File: config.mk
export PLATFORM = sky130hd
export DESIGN_NAME = rf_wb_arbiter_flat
export DESIGN_NICKNAME = d
export VERILOG_FILES = /design/src/rtl/rf_wb_arbiter_if.sv /design/src/rtl/rf_wb_arbiter.sv /design/src/flat_wrapper.sv
export SDC_FILE = /design/constraint.sdc
export NUM_CORES = 1
export LEC_CHECK = 0
export CAP_MARGIN = 30
export CORE_ASPECT_RATIO = 0.6
export CORE_UTILIZATION = 37
export DETAILED_ROUTE_END_ITERATION = 8
export PLACE_DENSITY_LB_ADDON = 0.15
export SETUP_SLACK_MARGIN = 0.3
export SLEW_MARGIN = 20
export SYNTH_ARGS = -nofsm -noshare
export SYNTH_HDL_FRONTEND = slang
export SYNTH_SLANG_ARGS = --single-unit
File: constraint.sdc
create_clock -name clk -period 1.4 [get_ports clk]
set_clock_uncertainty 0.1 [all_clocks]
set_input_delay 0.14 -clock clk [delete_from_list [all_inputs] [get_ports clk]]
set_output_delay 0.14 -clock clk [all_outputs]
set_load 0.01 [all_outputs]
File: src/rtl/rf_wb_arbiter_if.sv
`default_nettype none
// ============================================================================
//  Module      : rf_wb_arbiter_if
//  Description : Bundle of the two writeback requester channels and the
//                register-file write port shared by rf_wb_arbiter.
//                master = requester/register-file side, slave = arbiter.
//  Revision    : 1.0  initial release
// ============================================================================
interface rf_wb_arbiter_if #(
    parameter int DW = 16
);
    // Requester A (ALU writeback)
    logic           a_req;
    logic [3:0]     a_id;
    logic [DW-1:0]  a_data;
    logic           a_gnt;
    // Requester B (memory load)
    logic           b_req;
    logic [3:0]     b_id;
    logic [DW-1:0]  b_data;
    logic           b_gnt;
    // Register-file write port
    logic           wr_en;
    logic [3:0]     wr_id;
    logic [DW-1:0]  wr_data;
    // Contention statistics
    logic [15:0]    conflict_cnt;

    modport master (
        output a_req, a_id, a_data,
        output b_req, b_id, b_data,
        input  a_gnt, b_gnt,
        input  wr_en, wr_id, wr_data,
        input  conflict_cnt
    );

    modport slave (
        input  a_req, a_id, a_data,
        input  b_req, b_id, b_data,
        output a_gnt, b_gnt,
        output wr_en, wr_id, wr_data,
        output conflict_cnt
    );
endinterface
`default_nettype wire

File: src/rtl/rf_wb_arbiter.sv
`default_nettype none
// ============================================================================
//  Module      : rf_wb_arbiter
//  Description : Two-requester round-robin arbiter for the single register
//                file write port. Grants are combinational in the request
//                cycle; the winning id/data appear on the write port one
//                cycle later. Counts contested cycles (saturating).
//                Optional macro RF_R0_ZERO_EN: writes to register 0 are
//                granted but suppressed (R0 reads as constant zero).
//  Revision    : 1.0  initial release
// ============================================================================
module rf_wb_arbiter #(
    parameter int DW = 16
) (
    input  wire logic           clk,
    input  wire logic           rst_n,
    rf_wb_arbiter_if.slave      bus
);

    localparam logic [15:0] c_CNT_MAX = 16'hFFFF;
    localparam logic [3:0]  c_R0_ID   = 4'd0;

    // Round-robin pointer: which requester wins when both ask.
    typedef enum logic [0:0] {
        PRIO_A = 1'b0,
        PRIO_B = 1'b1
    } prio_t;

    prio_t          r_prio;
    logic           r_wr_en;
    logic [3:0]     r_wr_id;
    logic [DW-1:0]  r_wr_data;
    logic [15:0]    r_conflict_cnt;

    logic           w_a_gnt;
    logic           w_b_gnt;
    logic           w_any_gnt;
    logic           w_both_req;
    logic [3:0]     w_win_id;
    logic [DW-1:0]  w_win_data;
    logic           w_wr_en_nxt;

    // Grant decision; gated by rst_n so no grant is visible during reset.
    always_comb begin
        w_a_gnt = 1'b0;
        w_b_gnt = 1'b0;
        if (rst_n) begin
            if (bus.a_req && (!bus.b_req || (r_prio == PRIO_A))) begin
                w_a_gnt = 1'b1;
            end else if (bus.b_req) begin
                w_b_gnt = 1'b1;
            end
        end
    end

    // Winner selection and next write-enable (R0 suppression optional).
    always_comb begin
        w_any_gnt  = w_a_gnt | w_b_gnt;
        w_both_req = bus.a_req & bus.b_req;
        w_win_id   = w_a_gnt ? bus.a_id   : bus.b_id;
        w_win_data = w_a_gnt ? bus.a_data : bus.b_data;
`ifdef RF_R0_ZERO_EN
        w_wr_en_nxt = w_any_gnt && (w_win_id != c_R0_ID);
`else
        w_wr_en_nxt = w_any_gnt;
`endif
    end

    // Pointer moves to the loser after any grant, holds otherwise.
    always_ff @(posedge clk or negedge rst_n) begin
        if (!rst_n) begin
            r_prio <= PRIO_A;
        end else if (w_a_gnt) begin
            r_prio <= PRIO_B;
        end else if (w_b_gnt) begin
            r_prio <= PRIO_A;
        end
    end

    // Registered write port: one write per grant, id/data hold when idle.
    always_ff @(posedge clk or negedge rst_n) begin
        if (!rst_n) begin
            r_wr_en   <= 1'b0;
            r_wr_id   <= 4'd0;
            r_wr_data <= '0;
        end else begin
            r_wr_en <= w_wr_en_nxt;
            if (w_any_gnt) begin
                r_wr_id   <= w_win_id;
                r_wr_data <= w_win_data;
            end
        end
    end

    // Saturating count of cycles in which both requesters asked.
    always_ff @(posedge clk or negedge rst_n) begin
        if (!rst_n) begin
            r_conflict_cnt <= 16'd0;
        end else if (w_both_req && (r_conflict_cnt != c_CNT_MAX)) begin
            r_conflict_cnt <= r_conflict_cnt + 16'd1;
        end
    end

    assign bus.a_gnt        = w_a_gnt;
    assign bus.b_gnt        = w_b_gnt;
    assign bus.wr_en        = r_wr_en;
    assign bus.wr_id        = r_wr_id;
    assign bus.wr_data      = r_wr_data;
    assign bus.conflict_cnt = r_conflict_cnt;

endmodule
`default_nettype wire

File: src/flat_wrapper.sv
// flat-port wrapper written by rule: the top's interface ports become plain ports
module rf_wb_arbiter_flat 
#(
    parameter int DW = 16
)
  (clk, rst_n, bus_a_req, bus_a_id, bus_a_data, bus_b_req, bus_b_id, bus_b_data, bus_a_gnt, bus_b_gnt, bus_wr_en, bus_wr_id, bus_wr_data, bus_conflict_cnt);
  rf_wb_arbiter_if #(.DW(DW)) bus_i ();
  input  wire logic clk;
  input  wire logic rst_n;
  input wire logic [$bits(bus_i.a_req)-1:0] bus_a_req;
  input wire logic [$bits(bus_i.a_id)-1:0] bus_a_id;
  input wire logic [$bits(bus_i.a_data)-1:0] bus_a_data;
  input wire logic [$bits(bus_i.b_req)-1:0] bus_b_req;
  input wire logic [$bits(bus_i.b_id)-1:0] bus_b_id;
  input wire logic [$bits(bus_i.b_data)-1:0] bus_b_data;
  output wire logic [$bits(bus_i.a_gnt)-1:0] bus_a_gnt;
  output wire logic [$bits(bus_i.b_gnt)-1:0] bus_b_gnt;
  output wire logic [$bits(bus_i.wr_en)-1:0] bus_wr_en;
  output wire logic [$bits(bus_i.wr_id)-1:0] bus_wr_id;
  output wire logic [$bits(bus_i.wr_data)-1:0] bus_wr_data;
  output wire logic [$bits(bus_i.conflict_cnt)-1:0] bus_conflict_cnt;
  assign bus_i.a_req = bus_a_req;
  assign bus_i.a_id = bus_a_id;
  assign bus_i.a_data = bus_a_data;
  assign bus_i.b_req = bus_b_req;
  assign bus_i.b_id = bus_b_id;
  assign bus_i.b_data = bus_b_data;
  assign bus_a_gnt = bus_i.a_gnt;
  assign bus_b_gnt = bus_i.b_gnt;
  assign bus_wr_en = bus_i.wr_en;
  assign bus_wr_id = bus_i.wr_id;
  assign bus_wr_data = bus_i.wr_data;
  assign bus_conflict_cnt = bus_i.conflict_cnt;
  rf_wb_arbiter #(.DW(DW)) u_core (.clk(clk), .rst_n(rst_n), .bus(bus_i));
endmodule
### Gate families picked out, run 1

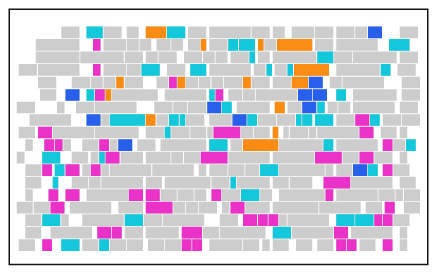
[blue] XOR/XNOR gates | cells: 11 | most used: xor2_1
[cyan] NAND gates | cells: 44 | most used: nand2_4 | where: spread over the die
[magenta] inverting AOI/OAI gates | cells: 47 | most used: o22ai_1
[orange] NOR gates | cells: 14 | most used: nor2_1
combinational share of cell area: 27.8%
Final Non-Filler Cells: 388
Top cell excl fill/tap: sky130_fd_sc_hd__buf_6

### Clock routing, run 1

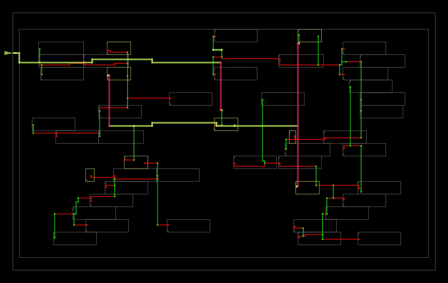
Clk Latency, worst-skew pair: 0.29 ns
Layout clock buffers: 7
TritonCTS sink count: 38
number of buffers created by CTS: 5
Clk. pwr: 0.804 mW

==> run notes, run 1 <==
Implementation progress

The run finished, with violations left. The checks that failed: setup timing. The boundary pin count stands at 83. The share of total power consumed by net switching stands at 33.9%. Combinational power for this build is 1.91 mW.

The number of setup violations in the final report stands at 32. The number of nets in the finished design stands at 372. The quantity of hold-fixing buffers added after cts stands at 1. Wire segments on met2 add up to 3.84 mm in the final route.

The met1 capacity usage during global routing stands at 43.3%. Of the total standard cell area in the layout, the sequential portion is 25.5%. TritonCTS built the clock tree. The post-synthesis compound-gate area fraction stands at 15.8%. The area growth from synthesis to layout stands at 116%.

The clock power share stands at 19.1%. The count of port buffers added during placement stands at 82. The portion of synthesized cell area occupied by the leading cell type stands at 54.5%.

Setup repair after global routing could not meet its margin everywhere. The met3 wire length stands at 776 µm. The first global-routing pass estimated 11.6 mm of wire.

Summing the sequential cell areas from Yosys gives 54.5% of the chip area. Walking the critical path from launch to capture passes 7 cell instances. The count of unique library cells instantiated by Yosys stands at 28. For this run, the total global-route usage over all layers was measured as 30.6%. The global routing usage on met2 stands at 46.6%. The total net switching power stands at 1.43 mW. In this run, the synthesized area fraction spent on xor and xnor cells is recorded as 5.52%. Per the synth stats, the flop cell with the highest instance count is sky130_fd_sc_hd__dfrtp_1. The iteration count of the initial detailed-routing pass stands at 4. Per the post-route antenna check, the number of violating nets is 0. The register bit count reported by yosys stands at 38. The tap cell instance count stands at 60. The clock edge transition at the registers on the reported setup and hold paths stands at 0.08 ns. Internal power comes to 2.79 mW. TritonRoute reported its final design rule violation total as 0. The number of maximum-capacitance violations recorded for the run is 0. The cell area power density stands at 1120 nW/µm². Grouping non-sequential cells by family puts the most area in simple AND/OR/NAND/NOR gates. The leftover overflow at the end of global routing stands at 0. The routed length on met1 stands at 3.49 mm. By instance count after routing, the leading logic cell types are 48 x sky130_fd_sc_hd__buf_6, 40 x sky130_fd_sc_hd__clkdlybuf4s50_1, 31 x sky130_fd_sc_hd__buf_4. The chip footprint stands at 5000 µm². The post-synthesis async set-or-reset flop share stands at 100%.

The adder and majority cell fraction of the synthesized area stands at 0.717%. Before any placement, the netlist area is recorded as 1750 µm². The most critical setup path has its endpoint at u_core.bus.conflict_cnt[13]. The worst IR drop on VDD stands at 1300 µV. Once placement completed, the tool counted placed cells totaling 342.

The critical path is of the reg -> reg type. At the placement stage, the worst setup path has a slack of -0.425 ns. The area of all placed cells without fillers stands at 3770 µm².

Looking at the critical path, the single cell with the biggest stage delay is sky130_fd_sc_hd__dfrtp_1. The height of the chip stands at 55.2 µm. STA shows the worst reg2reg path with a cell count of 7. The total number of sequential cells stands at 38. Per the layout area report, the register area comes to 962 µm². The tool warning count for the run is 29. Per the final report, the share of cell area in clock cells is 2.42%. The buffer-and-inverter tally for the worst setup path stands at 3.

The post-route worst setup slack stands at -0.320 ns. The plain and repair buffers instantiated in the layout total 155. In this run the top signal layer used is met4.

Total power for the finished layout comes to 4.22 mW. On the critical path the data arrives at 1.83 ns. The total count of hold-check failures in the final report stands at 0. The initial utilization of the core area, before any placement, comes to 40.6%. The worst setup path is captured at a flop. In this build the clock could be raised as far as 582 MHz. The simple-gate share of the synthesized area stands at 19.8%. According to the timing report, the data required time at the worst endpoint equals 1.51 ns. The worst register-to-register path begins at u_core.bus.conflict_cnt[1].

After filler insertion, the fill cell instance count of the layout stands at 188. In this design, the largest share of critical-path delay is due to simple AND/OR/NAND/NOR gates.
### Cell classes on the final placement, run 1

The bar under the picture is 20 µm long. Fill, decap, tap and diode cells in grey.
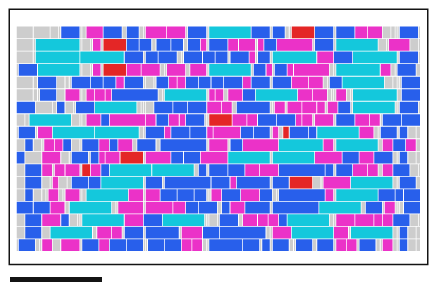
[red] clock drivers and dummy loads | cells: 8
[cyan] flip-flops | cells: 38
[blue] other buffers and delay cells | cells: 155
[magenta] all other logic | cells: 127
count of standard-cell rows: 18
floorplan core area: 4300 µm²

-- run 1: registers in the layout (all words and copies together), names as in the netlist --
name and cells:
u_core.bus.conflict_cnt 16, u_core.bus.wr_data 16, u_core.bus.wr_id 4, u_core.bus.wr_en 1, u_core.r_prio 1
-- run 1: kinds of logic after synthesis --
logic type               after synthesis
AND-OR/OR-AND                         49
multiplexers                           1
XOR/XNOR                              11
flip-flops                            38
buffers and inverters                 12
adder cells (fa/ha/maj)                1
AND/OR/NAND/NOR                       64
-- run 1: cells in the mapped netlist (all sizes together) (2+ instances only) --
cell type / count
xor2: 7
nand4: 9
and4: 3
nand2: 29
o21ai: 22
clkbuf: 8
xnor2: 4
nor4: 3
a21oi: 4
o22ai: 20
buf: 3
nand3: 6
and3: 2
nor3: 4
dfrtp: 38
nor2: 6
--- run 2 (diff from run 1) ---
--- a/config.mk
+++ b/config.mk
@@ -8,7 +8,9 @@
 export CAP_MARGIN = 30
 export CORE_ASPECT_RATIO = 0.6
 export CORE_UTILIZATION = 37
+export CTS_BUF_LIST = sky130_fd_sc_hd__clkbuf_4 sky130_fd_sc_hd__clkbuf_8 sky130_fd_sc_hd__clkbuf_16
 export DETAILED_ROUTE_END_ITERATION = 8
+export GPL_ROUTABILITY_DRIVEN = 0
 export PLACE_DENSITY_LB_ADDON = 0.15
 export SETUP_SLACK_MARGIN = 0.3
 export SLEW_MARGIN = 20
==> run notes, run 2 <==
Implementation progress

Yosys mapped a number of flops with a built-in enable equal to 0. The cell area power density stands at 1130 nW/µm². The worst setup slack before clock tree synthesis stands at -0.425 ns. The worst register-to-register path begins at u_core.bus.conflict_cnt[13]. The post-synthesis sequential area ratio stands at 54.5%. The post-synthesis instance area stands at 1750 µm². The first-pass GRT wire length stands at 11.8 mm. The flop share of the area stands at 24.0%. Compared with the post-synthesis result, the final layout area differs by 130%. On the critical path the data arrives at 1.86 ns. Counting buffers and inverters, the worst setup path is 4 cells deep. The placement report lists the number of port buffers as 82. The tightest min-delay check is of the in -> async type. Summing over the stages, the warning tally comes to 30.

The internal power of the cells totals 2.95 mW. Row generation in the floorplan step produced 18 rows. The post-synthesis compound-gate area fraction stands at 15.8%.

The final timing report lists a hold violation count of 0. Before placement the cells fill 40.6% of the core. Grouping non-sequential cells by family puts the most area in simple AND/OR/NAND/NOR gates.

The parity-gate share of the synthesized area counting xor and xnor cells stands at 5.52%. Setup repair after global routing could not meet its margin everywhere. Post-synth the commonest register cell is sky130_fd_sc_hd__dfrtp_1.

In this run the critical register-to-register path is captured at u_core.bus.conflict_cnt[1]. The height of the chip stands at 55.2 µm. The total net switching power stands at 1.60 mW. The area taken by flip-flops and latches stands at 962 µm².

Excluding fillers, the count of instances in the completed layout stands at 399. The quantity of hold-fixing buffers added after cts stands at 1. The layout has 7 clock buffers. After clock tree synthesis, the repair step resized 248 gates.

The run finished, with violations left. The power in combinational cells stands at 2.18 mW. In the synthesized netlist the async set-or-reset flop fraction comes to 100%. Across all checked pins, the minimum headroom to the slew limit is 71.1%. Counting both buffers and inverters, the worst setup path holds a total of 0.

The report counts max-capacitance violations totalling 0. Yosys reports that the most numerous cell types are 38 x sky130_fd_sc_hd__dfrtp_1, 29 x sky130_fd_sc_hd__nand2_1, 22 x sky130_fd_sc_hd__o21ai_0. The count of placed standard cells including taps stands at 342. The power report attributes to the clock group a share of 18.7%. The die boundary width stands at 90.7 µm.

The multi-input combinational area share stands at 28.5%. The most frequently used library cell after synthesis is sky130_fd_sc_hd__dfrtp_1. For the completed layout, the total cell area is recorded as 4010 µm².

Yosys reported a register bit count of 38. The endpoint required time on the critical path stands at 1.49 ns. The core footprint stands at 4300 µm².

The leftover overflow at the end of global routing stands at 0. The clock net in this run drives a total of 38 sinks. Looking at the power breakdown, combinational cells take 47.8% of the total.

The simple-gate share of the synthesized area stands at 19.8%. After layout, the buffer instance count without clock buffers stands at 166. In this run the VDD rail shows a maximum IR drop of 1270 µV.

In the Yosys stats the netlist draws on 28 distinct library cells. The adder and majority cell fraction of the synthesized area stands at 0.717%. In this design, the stage delay of the slowest critical-path cell is 0.43 ns. The iteration count of the initial detailed-routing pass stands at 5.

Per the final report, the share of cell area in clock cells is 2.37%. Following the worst setup path forward leads to its endpoint at u_core.bus.conflict_cnt[1]. The final reports fail on setup timing. The worst setup path is of the reg -> reg kind. The slowest stage of the critical path belongs to the cell sky130_fd_sc_hd__nor4_4. The kind of cell with the highest combined delay along the critical path is simple AND/OR/NAND/NOR gates. The transition time at the pin with the least slew margin stands at 0.434 ns.

The number of setup violations in the final report stands at 42. Entering global routing, the biggest net connects 35 pins. Once detail routing completed, the nets flagged for antenna violations numbered 0. By instance count after routing, the leading logic cell types are 55 x sky130_fd_sc_hd__buf_6, 40 x sky130_fd_sc_hd__clkdlybuf4s50_1, 33 x sky130_fd_sc_hd__buf_4. The most common logic cell in the final layout is sky130_fd_sc_hd__buf_6.

The portion of netlist area occupied by mux cells stands at 0.860%. The via count normalized by instance count stands at 6.07. The die covers 5000 µm². The boundary pin count stands at 83. The worst setup path is captured at a flop.

For this floorplan the total number of well-tap instances is 60. The post-route worst setup slack stands at -0.363 ns. The script parses the final routing iteration and logs DRC violations as 0.

The tally of filler cells in the layout stands at 120. The smallest hold slack stands at 0.291 ns. TritonCTS built the clock tree. The number of clock buffers added by TritonCTS is 5.

After layout, the design draws a total of 4.55 mW. The number of nets in the finished design stands at 383. The share of total power consumed by net switching stands at 35.1%. The highest clock rate this design can be run at is 567 MHz. The total routing usage reported by global routing stands at 31.4%.

The worst register-to-register path has a depth of 4. In the CTS report, the clock slew at the register clock pins of the worst setup and hold paths is listed as 0.09 ns. The share of synthesized area in the top cell type comes to 54.5%.
[run 2: netlist changes by cell type in the layout (fill, tap and decap cells not counted), moves of 2 or more]
cell                      change
sky130_fd_sc_hd__and4_1       -2
sky130_fd_sc_hd__buf_12       +2
sky130_fd_sc_hd__buf_4        +2
sky130_fd_sc_hd__buf_6        +7
sky130_fd_sc_hd__nand2_2      -3
sky130_fd_sc_hd__nand2_4      +3
sky130_fd_sc_hd__nor2_1       -2
sky130_fd_sc_hd__o21ai_2      +3
sky130_fd_sc_hd__o21ai_4      -3
sky130_fd_sc_hd__o22ai_1      -6
sky130_fd_sc_hd__o22ai_2      +5
[run 2: routing by layer]
metal | track usage, % | routed length (µm)
met5 | 1.04 | 0
met2 | 47.0 | 4710
met4 | 12.2 | 526
met3 | 8.82 | 1090
met1 | 43.2 | 3980
### Clock routing, run 2

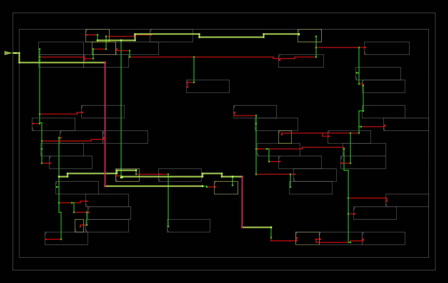
Clk Latency, worst-skew pair: 0.31 ns
sequential cell count: 38
Clk. pwr: 0.853 mW

Power figures rest on the tool's default switching activity, not on a simulated workload.
